[src/rtl/lsu_arbiter.sv]
`default_nettype none
// ============================================================================
// Module   : lsu_arbiter
// Purpose  : Shares the single load/store unit between two requesters and
//            runs one LSU transaction at a time.
//              r0 = pipeline load/store path (high priority, flushable)
//              r1 = secondary master, e.g. page-table walker or debug access
//                   (low priority, never flushed)
//            A saturating starvation counter forces an r1 grant after
//            STARVE_LIMIT consecutive contested r0 grants.
// Ports    : clk, rst_n (async, active low), flush
//            rN_req/addr/is_store/store_data/store_mask  -> request inputs
//            rN_ack, rN_done, rN_load_data, rN_access_fault -> responses
//            lsu_prev_stalled/addr/do_load/do_store/store_data/store_mask
//                                                  -> request to the LSU
//            lsu_stall_next/load_data/access_fault -> result from the LSU
//            busy -> a transaction is in flight (state != IDLE)
// Revision : 1.0 - initial release
// ============================================================================
module lsu_arbiter #(
  parameter int ADDR_W       = 30,
  parameter int DATA_W       = 32,
  parameter int STARVE_LIMIT = 4
) (
  input  logic                clk,
  input  logic                rst_n,
  input  logic                flush,

  input  logic                r0_req,
  input  logic [ADDR_W-1:0]   r0_addr,
  input  logic                r0_is_store,
  input  logic [DATA_W-1:0]   r0_store_data,
  input  logic [DATA_W/8-1:0] r0_store_mask,
  output logic                r0_ack,
  output logic                r0_done,
  output logic [DATA_W-1:0]   r0_load_data,
  output logic                r0_access_fault,

  input  logic                r1_req,
  input  logic [ADDR_W-1:0]   r1_addr,
  input  logic                r1_is_store,
  input  logic [DATA_W-1:0]   r1_store_data,
  input  logic [DATA_W/8-1:0] r1_store_mask,
  output logic                r1_ack,
  output logic                r1_done,
  output logic [DATA_W-1:0]   r1_load_data,
  output logic                r1_access_fault,

  output logic                lsu_prev_stalled,
  output logic [ADDR_W-1:0]   lsu_addr,
  output logic                lsu_do_load,
  output logic                lsu_do_store,
  output logic [DATA_W-1:0]   lsu_store_data,
  output logic [DATA_W/8-1:0] lsu_store_mask,
  input  logic                lsu_stall_next,
  input  logic [DATA_W-1:0]   lsu_load_data,
  input  logic                lsu_access_fault,

  output logic                busy
);

  typedef enum logic [1:0] {
    S_IDLE  = 2'd0,
    S_ISSUE = 2'd1,
    S_WAIT  = 2'd2
  } state_t;

  localparam logic [3:0] C_LIMIT = 4'(STARVE_LIMIT);

  state_t                r_state;
  state_t                w_state_next;
  logic                  r_owner;       // 0 = r0, 1 = r1
  logic                  r_cancel;      // r0 result must be dropped
  logic [3:0]            r_starve_cnt;
  logic [ADDR_W-1:0]     r_addr;
  logic                  r_is_store;
  logic [DATA_W-1:0]     r_store_data;
  logic [DATA_W/8-1:0]   r_store_mask;

  logic                  w_grant0;
  logic                  w_grant1;
  logic                  w_set_cancel;

  // Result data is a straight pass-through; only the done pulses qualify it.
  assign r0_load_data    = lsu_load_data;
  assign r1_load_data    = lsu_load_data;
  assign r0_access_fault = lsu_access_fault;
  assign r1_access_fault = lsu_access_fault;

  assign lsu_addr        = r_addr;
  assign lsu_store_data  = r_store_data;
  assign lsu_store_mask  = r_store_mask;

  assign busy            = (r_state != S_IDLE);

  always_comb begin
    w_state_next     = r_state;
    w_grant0         = 1'b0;
    w_grant1         = 1'b0;
    w_set_cancel     = 1'b0;
    r0_ack           = 1'b0;
    r1_ack           = 1'b0;
    r0_done          = 1'b0;
    r1_done          = 1'b0;
    lsu_prev_stalled = 1'b1;
    lsu_do_load      = 1'b0;
    lsu_do_store     = 1'b0;

    case (r_state)
      S_IDLE: begin
        // r0 yields only when r1 is waiting and has been passed over
        // STARVE_LIMIT times in a row; a flushed r0 request is ignored.
        w_grant0 = r0_req && !flush && !(r1_req && (r_starve_cnt == C_LIMIT));
        w_grant1 = r1_req && !w_grant0;
        r0_ack   = w_grant0;
        r1_ack   = w_grant1;
        if (w_grant0 || w_grant1) begin
          w_state_next = S_ISSUE;
        end
      end

      S_ISSUE: begin
        if (flush && !r_owner) begin
          // Flushed before reaching the LSU: drop it without touching the LSU.
          w_state_next = S_IDLE;
        end else begin
          lsu_prev_stalled = 1'b0;
          lsu_do_load      = !r_is_store;
          lsu_do_store     = r_is_store;
          w_state_next     = S_WAIT;
        end
      end

      S_WAIT: begin
        if (!lsu_stall_next) begin
          // The LSU transaction always completes; only the r0 done pulse is
          // suppressed if a flush arrived earlier or arrives right now.
          if (r_owner) begin
            r1_done = 1'b1;
          end else begin
            r0_done = !(r_cancel || flush);
          end
          w_state_next = S_IDLE;
        end else if (flush && !r_owner) begin
          w_set_cancel = 1'b1;
        end
      end

      default: begin
        w_state_next = S_IDLE;
      end
    endcase
  end

  always_ff @(posedge clk or negedge rst_n) begin
    if (!rst_n) begin
      r_state      <= S_IDLE;
      r_owner      <= 1'b0;
      r_cancel     <= 1'b0;
      r_starve_cnt <= 4'd0;
      r_addr       <= '0;
      r_is_store   <= 1'b0;
      r_store_data <= '0;
      r_store_mask <= '0;
    end else begin
      r_state <= w_state_next;

      if (w_state_next == S_IDLE) begin
        r_cancel <= 1'b0;
      end else if (w_set_cancel) begin
        r_cancel <= 1'b1;
      end

      if (w_grant0) begin
        r_owner      <= 1'b0;
        r_addr       <= r0_addr;
        r_is_store   <= r0_is_store;
        r_store_data <= r0_store_data;
        r_store_mask <= r0_store_mask;
        if (r1_req) begin
          if (r_starve_cnt != C_LIMIT) begin
            r_starve_cnt <= r_starve_cnt + 4'd1;
          end
        end else begin
          r_starve_cnt <= 4'd0;
        end
      end else if (w_grant1) begin
        r_owner      <= 1'b1;
        r_addr       <= r1_addr;
        r_is_store   <= r1_is_store;
        r_store_data <= r1_store_data;
        r_store_mask <= r1_store_mask;
        r_starve_cnt <= 4'd0;
      end
    end
  end

endmodule
`default_nettype wire

[config.mk]
export PLATFORM = sky130hd
export DESIGN_NAME = lsu_arbiter
export DESIGN_NICKNAME = d
export VERILOG_FILES = /design/src/rtl/lsu_arbiter.sv
export SDC_FILE = /design/constraint.sdc
export NUM_CORES = 1
export LEC_CHECK = 0
export CAP_MARGIN = 15
export CELL_PAD_IN_SITES_DETAIL_PLACEMENT = 1
export CELL_PAD_IN_SITES_GLOBAL_PLACEMENT = 2
export CORE_ASPECT_RATIO = 0.9
export CORE_MARGIN = 1
export CORE_UTILIZATION = 18
export CTS_BUF_LIST = sky130_fd_sc_hd__clkbuf_16
export DETAILED_ROUTE_END_ITERATION = 7
export GPL_ROUTABILITY_DRIVEN = 0
export GPL_TIMING_DRIVEN = 0
export PLACE_DENSITY_LB_ADDON = 0.08
export SLEW_MARGIN = 5
export SYNTH_ARGS = -nofsm -noshare
export SYNTH_HDL_FRONTEND = slang
export SYNTH_SLANG_ARGS = --single-unit
[constraint.sdc]
create_clock -name clk -period 1.88 [get_ports clk]
set_clock_uncertainty 0.1 [all_clocks]
set_input_delay 0.564 -clock clk [delete_from_list [all_inputs] [get_ports clk]]
set_output_delay 0.564 -clock clk [all_outputs]
set_load 0.02 [all_outputs]
gates.png
(2 px per um)
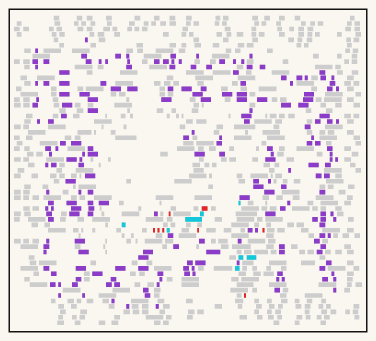
inv cells -> red  # cells 8, most used inv_2
nand cells -> cyan  # cells 8, most used nand3b_1
aoi and oai cells -> purple  # cells 208, most used a2bb2oi_1, where spread over the die

port_trees.png
(3 px per um)
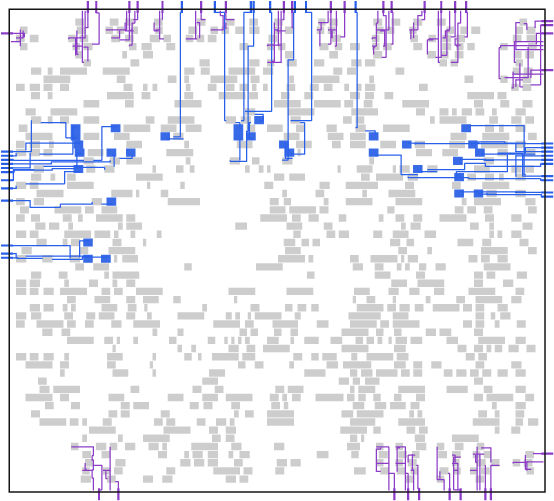
`r0_load_data` -> purple  # bits 32, direction output, end cells 0, buffers 64, wire 998 um
`r0_addr` -> blue  # bits 30, direction input, end cells 30, buffers 30, wire 1,210 um
number of top-level design ports: 313
quantity of I/O buffers inserted on ports: 279

==> results.txt <==
fresh numbers from the pnr run: final setup fails=8, dominant kind of combinational cell=AND-OR/OR-AND gates, worst reg2reg setup slack=0 ns, clock distribution area overhead in the final layout=0.03580, Final Cycle Share=1.272, number of iterations in the first detailed-routing pass=4, area share of and/or/nand/nor cells after synthesis=0.1425, maximum number of pins on one net before global-route repair=39, worst-case hold slack=0.1025 ns, root buffer selected by CTS=sky130_fd_sc_hd__clkbuf_16, main area contributors after synthesis=sky130_fd_sc_hd__dfrtp_1 (37%), sky130_fd_sc_hd__a221oi_1 (12%), sky130_fd_sc_hd__and3b_1 (12%), async set-reset flop share out of synthesis=1.000, chip width=178.1 um, Slew headroom=0.5184, post-cts repair resize count=247, cell area after synthesis=5021 sq um, clock buffers=9, height of the die=160.4 um, chip area=28,570 sq um, Late-Pin Clk Latency=0.34 ns, remaining design rule violation count=0, fraction of layout cells with a size suffix above 1=0.2867, number of nets in the finished design=1,000, antenna violations before repair=0, register area=1879 sq um, Flops after synth=75, Vias/cell=4.658, Post CTS Setup Buffer Count=13, most frequently placed logic cells in the final layout=sky130_fd_sc_hd__clkdlybuf4s50_1 (134), sky130_fd_sc_hd__dlygate4sd2_1 (132), sky130_fd_sc_hd__buf_4 (92), Top Family by Delay on Critical Path=simple AND/OR/NAND/NOR gates, number of multi-input combinational cells=299, H-tree levels=3, total power draw=0.01086 W, Fill cells=3,073, Least-Margin Pin Slew=0.7223 ns, hpwl dp=17,710 um, hold buffer count at CTS=0, reg2reg end=lsu_addr[15], wire length of the first global-routing pass=35,810 um, pwr/cell area=1168 nW/um^2, path type of the worst min-delay path=input pin to async pin, count of tool warnings=30, registers=75, Post-Synth XOR/XNOR Area=0.003489, distinct cell type count of the synthesized netlist=39, violations in the final reports=negative setup slack, timing startpoint of the critical path=r_state[0], number of synthesis warnings=0, Clock Sinks=75, final number of hold-violating endpoints=0, Synth top cell by count=sky130_fd_sc_hd__dfrtp_1, clock-pin transition on the worst setup and hold timing paths=0.07 ns, Iteration-0 DRC Markers=140, post-synthesis share of cell area spent on and-or and or-and gates=0.3125, setup_tns=-2.357 ns, Adder-Cell Fraction of Synth Area=0.004984, cells traversed along the worst timing path=or4b_4 > clkbuf_16 > nor2_4 > buf_6, fraction of area in registers=0.2022, Yosys Instances=511, setup repair after global routing missed its margin=true, total number of placement rows=57, antenna diode instance count=0, arrival time at the worst endpoint=1.73 ns, CP Launch Type=register, Critical-path top delay cell=sky130_fd_sc_hd__or4b_4, area taken by multi-input logic gates=2775 sq um, Worst Path Buf+Inv=2, Worst Slack Setup Final=-0.5109 ns, status=finished, violations left, growth of design area from synthesis to finish=85.15%, max-capacitance violation count=0, post-route antenna net violation count=0, Non-Filler Cell Area, Final=9296 sq um
congestion_map.png
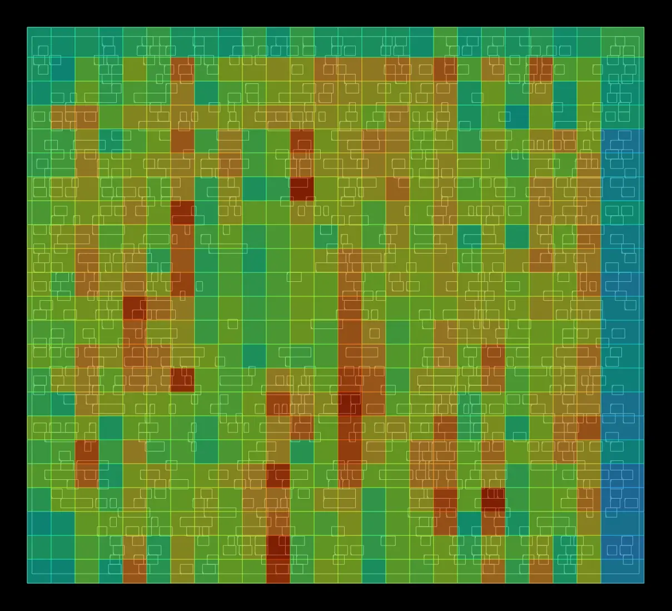
global routing usage on met1: 0.2198
per-cell routed wire length: 20.22 um
Core Util, Final: 0.3421
Total Routing Usage GR: 0.1650
met3 usage: 0.03078

route_heat.png
(2 px per um) The die is cut into 36 by 32 equal tiles; white is low, dark blue is high, scaled to the fullest tile. Values are wire area over tile area, all layers added.
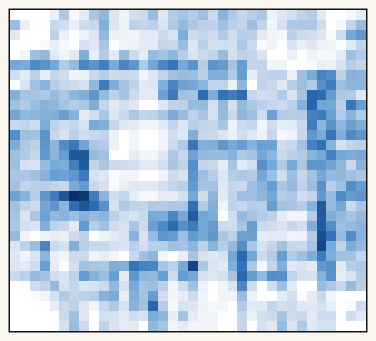
tiles over half the peak = 16%
nearly empty tiles = 7.5%
emptiest ninth of the die = bottom left
mean over tiles = 0.13
fullest tile = 0.43

## where the power goes
group / switching [W] / internal, W
registers: 0.000454 / 0.00236
clock network: 0.000770 / 0.00129
logic: 0.00312 / 0.00286
total: 0.00435 / 0.00651
## metal layers
layer	track usage	wire length (um)	vias up
met4	0.03225	248	0
met1	0.2198	10810	2765
met3	0.03078	1325	13
met5	0	0	-
met2	0.2766	11550	178
li1	-	-	2559
## sequential cells by signal (all words and copies together), names as in the netlist
signal,count
lsu_store_mask,4
r_is_store,1
r_state,2
r_cancel,1
r_owner,1
lsu_store_data,32
r_starve_cnt,4
lsu_addr,30
Power figures rest on the tool's default switching activity, not on a simulated workload.
